==> config.mk <==
export PLATFORM = sky130hd
export DESIGN_NAME = serial_add_ctrl
export DESIGN_NICKNAME = d
export VERILOG_FILES = /design/src/rtl/serial_add_ctrl.sv
export SDC_FILE = /design/constraint.sdc
export NUM_CORES = 1
export LEC_CHECK = 0
export ABC_AREA = 1
export CAP_MARGIN = 30
export CORE_ASPECT_RATIO = 1.5
export CORE_MARGIN = 2
export CORE_UTILIZATION = 54
export CTS_CLUSTER_DIAMETER = 200
export DETAILED_ROUTE_END_ITERATION = 10
export PLACE_DENSITY = 0.88
export SETUP_SLACK_MARGIN = 0.4
export SYNTH_ARGS = -nofsm -noshare
export SYNTH_HDL_FRONTEND = slang
export SYNTH_SLANG_ARGS = --single-unit
==> constraint.sdc <==
create_clock -name clk -period 2.7 [get_ports clk]
set_input_delay 0.405 -clock clk [delete_from_list [all_inputs] [get_ports clk]]
set_output_delay 0.405 -clock clk [all_outputs]
set_load 0.1 [all_outputs]
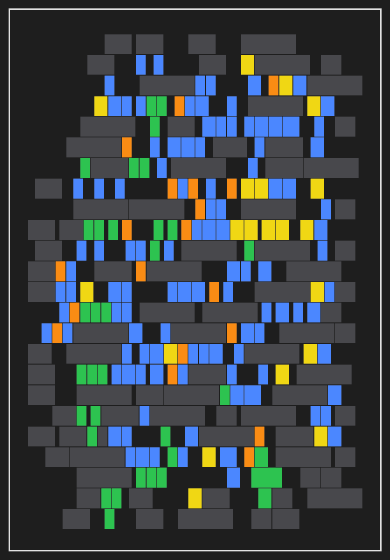
(run_1/gates.png)
| family | colour | cells | most used |
|---|---|---|---|
| nand cells | blue | 107 | nand2_1 |
| nor cells | green | 34 | nor2_1 |
| inv cells | orange | 19 | inv_1 |
| aoi and oai cells | yellow | 20 | a21oi_1 |
leading cell type in the layout, fill and taps excluded: nand2_1
number of non-filler instances in the completed layout: 304
logic share of the area: 0.388

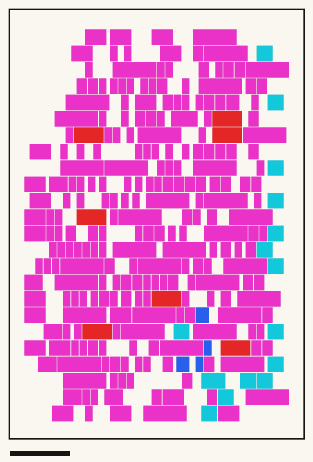
(run_1/sizing.png)
The bar under the picture is 10 microns long.
| size | colour | cells | share |
|---|---|---|---|
| x6 and larger | red | 7 | 2.6% |
| x1 and smaller | magenta | 239 | 90% |
| x3 and x4 | cyan | 15 | 5.7% |
| x2 | blue | 4 | 1.5% |
number of non-clock buffers in the layout: 34
final cell area excluding filler cells: 2000 sq um

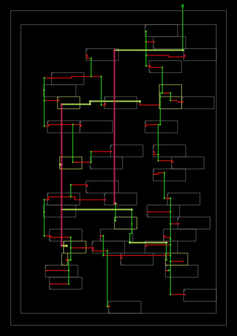
(run_1/clock_nets.png)
number of buffers added by the clock tree synthesis step: 5
number of flip-flops and latches: 35
power in the clock group: 0.000412 W
sinks on the clock net: 35

==> results.sh, run 1 <==
# physical design summary
export IMPL_portBuffers=32
export IMPL_ant_nets=0
export IMPL_routed_wl_met2_mm=1.88
export IMPL_r2r_setup_slack_ns=1.11
export IMPL_yosysTopAreaCell="dfxtp_1"
export IMPL_number_of_global_route_vias_before_repair=1489
export IMPL_run_status="finished clean"
export IMPL_cts_resized_gates=0
export IMPL_hold_path_class="reg -> reg"
export IMPL_cts_htree_levels=2
export IMPL_flop_cell="dfxtp_1"
export IMPL_max_slew_worst_pin_slew_ns=0.698
export IMPL_yosys_stat_area_sq_um=1620
export IMPL_yosysCellCount=234
export IMPL_fin_crit_sh=0.596
export IMPL_worst_hold_path_num_cells=2
export IMPL_grt_first_pass_wirelength_mm=6.11
export IMPL_row_cnt=24
export IMPL_ir_worst_vdd_mv=0.493
export IMPL_grt_antenna_before_repair=0
export IMPL_n_antenna_cell=0
export IMPL_drt_iter0_drc=33
## run 1: cell families after synthesis
| kind of cell | after synthesis | share of synthesized area |
|---|---|---|
| AOI/OAI and AO/OA | 20 | 0.0617 |
| xor gates and xnor gates | 6 | 0.0324 |
| adders and majority gates | 2 | 0.0200 |
| buffers and inverters | 30 | 0.0887 |
| DFF | 35 | 0.432 |
| and+or+nand+nor | 141 | 0.365 |
## run 1: through the flow
stage / cell area (sq um) / setup WS, ns / utilization / hold slack [ns]
2_1_floorplan: 1620 / 1.35 / - / 0.459
3_3_place_gp: 1900 / 0.749 / 0.661 / 0.462
3_5_place_dp: 1900 / 0.753 / 0.661 / 0.478
4_1_cts: 2000 / 1.06 / 0.695 / 0.486
5_1_grt: 2000 / 0.892 / 0.695 / 0.506
6_report: 2000 / 1.09 / 0.695 / 0.479
## run 1: cell type report
| cell class | instances | area, sq um | area share |
|---|---|---|---|
| flip-flops and latches | 35 | 701 | 0.350 |
| clock buffers | 8 | 100 | 0.0499 |
| inverters | 19 | 71.3 | 0.0356 |
| repair buffers | 34 | 305 | 0.152 |
| well taps | 39 | 48.8 | 0.0243 |
| multi-input cells | 169 | 778 | 0.388 |
## run 1: worst max-delay path, stage by stage
cell,delay (ns)
clkdlybuf4s50_1,0.49
nand2_2,0.07
nor2_1,0.53
nand2_1,0.12
nand2_1,0.09
nor2_1,0.04
nor2_1,0.07
## run 1: where the power goes
| group | internal [W] | switching [W] | leakage (nW) | total, W |
|---|---|---|---|---|
| logic | 0.0000697 | 0.000115 | 0.564 | 0.000185 |
| clock network | 0.000233 | 0.000179 | 0.0515 | 0.000412 |
| registers | 0.000541 | 0.0000159 | 0.286 | 0.000557 |
==> run_1/clock_wires.png <==
The bar under the picture is 10 microns long.
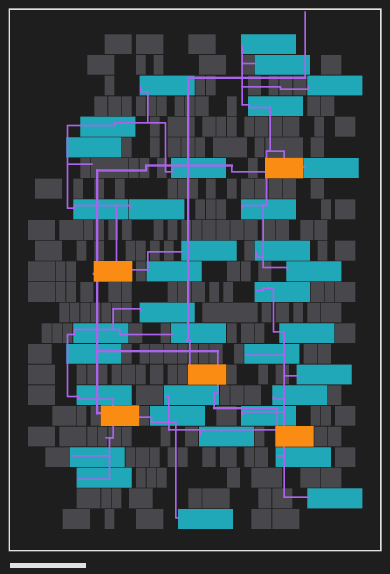

==> run 1 -> run 2 <==
- CORE_UTILIZATION: 54 -> 50
- PLACE_DENSITY: 0.88 -> 0.83
- clock period: 2.7 -> 1.5 ns (I/O delays scaled with it)
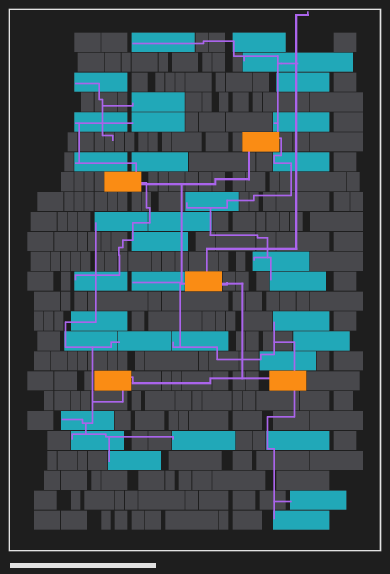
(run_2/clock_wires.png)
The bar under the picture is 20 microns long.
[clock wires] purple | length: 439 microns
[flip-flops] cyan | count: 35
[clock-net drivers] orange | count: 5
routed clock nets: 6
clock share of power: 0.323
final clock skew: 0.00535 ns
power in the clock group: 0.000761 W
clock latency on the worst-skew pair: 0.29 ns

==> run 2 against run 1 <==
Effect of this change: first-iteration DRC count rose to 4.0 times the previous value; wire length rose by 77%; die area rose by 7.4%; via count rose by 24%; global-route usage rose by 1.6 points; non-clock buffer count rose by 24; critical path depth did not move; clock-buffer cell count did not move; combinational power rose to 3.1 times the previous value; largest power group unchanged; sequential cell count did not move; highest routed layer unchanged.
==> results.sh, run 2 <==
# physical design summary
export IMPL_yosysTopAreaCell="dfxtp_1"
export IMPL_grt_antenna_before_repair=0
export IMPL_timing_final_ws_setup_ns=0.215
export IMPL_detailedPlace_worstSlack_ns=0.0648
export IMPL_max_slew_worst_pin_slew_ns=0.310
export IMPL_p_comb_frac=0.243
export IMPL_power_switching_w=0.000705
export IMPL_yosys_stat_area_sq_um=1620
export IMPL_flop_cell="dfxtp_1"
export IMPL_hold_path_class="reg -> reg"
export IMPL_number_of_buffers_added_by_the_clock_tree_synthesis_step=5
export IMPL_run_status="finished clean"
export IMPL_switching_share=0.299
export IMPL_critPathMaxStageDelay_ns=0.43
export IMPL_p_seq_frac=0.434
export IMPL_number_of_global_route_vias_before_repair=1620
export IMPL_worst_hold_path_num_cells=1
export IMPL_crit_slowest_cell="fa_2"
export IMPL_whs_ns=0.486
export IMPL_finalInstanceArea_sq_um=2760
export IMPL_timing_critical_path_cells="fa_2, inv_2, nand2_1, nand3_1, nand3_1, nand2_1, nor2_1"
export IMPL_yosysCellCount=234
export IMPL_ant_nets=0
export IMPL_fin_crit_sh=0.857
export IMPL_portBuffers=32
export IMPL_final_layout_top_logic_cell="nand2_1"
export IMPL_placement_cell_area_sq_um=2150
export IMPL_ir_worst_vdd_mv=0.889
export IMPL_stdcell_count=329
[run 2: metal layers]
metal,global-route usage,wire [microns],up-vias
met1,0.228,2190,886
met4,0.165,430,0
met3,0.0650,452,46
li1,-,-,853
met2,0.462,3110,138
met5,0,0,-
[run 2: power groups by stage]
stage	Clock, W	Combinational, W	Sequential, W
detailed placement	0	0.000379	0.00103
floorplan	0	0.000196	0.00107
global placement	0	0.000370	0.00103
global route	0.000792	0.000605	0.00103
CTS	0.000747	0.000402	0.00101
finish	0.000761	0.000572	0.00102
[run 2: timing repair]
item                                    in CTS  in global routing
gates cloned                                 1                  2
gates resized                               23                 79
endpoints found under the setup margin      31                 30
buffers inserted                             2                 11
endpoints found under the hold margin        0                  0
pin swaps                                    7                 30
[run 2: cell families (layout without fill, tap and decap cells)]
family,after synthesis,after routing,share of synthesized area
XOR/XNOR,6,6,0.0324
buffers and inverters,30,85,0.0887
flip-flops,35,35,0.432
adder cells (fa/ha/maj),2,2,0.0200
AND/OR/NAND/NOR,141,141,0.365
AND-OR/OR-AND,20,20,0.0617
[run 2: layout make-up]
cell class / count / area (sq um) / share of cell area
Sequential cell: 35 / 733 / 0.266
Timing Repair Buffer: 58 / 743 / 0.270
Inverter: 19 / 83.8 / 0.0304
Multi-Input combinational cell: 169 / 1050 / 0.379
Clock buffer: 8 / 100 / 0.0363
Tap cell: 40 / 50.0 / 0.0182
[run 2: critical path: cells and delay by family (launching register included)]
kind / cells / cell delay [ns]
adders and majority gates: 1 / 0.43
DFF: 1 / 0.34
and+or+nand+nor: 5 / 0.33
buffers and inverters: 1 / 0.08
Power and IR drop assume default switching activity.
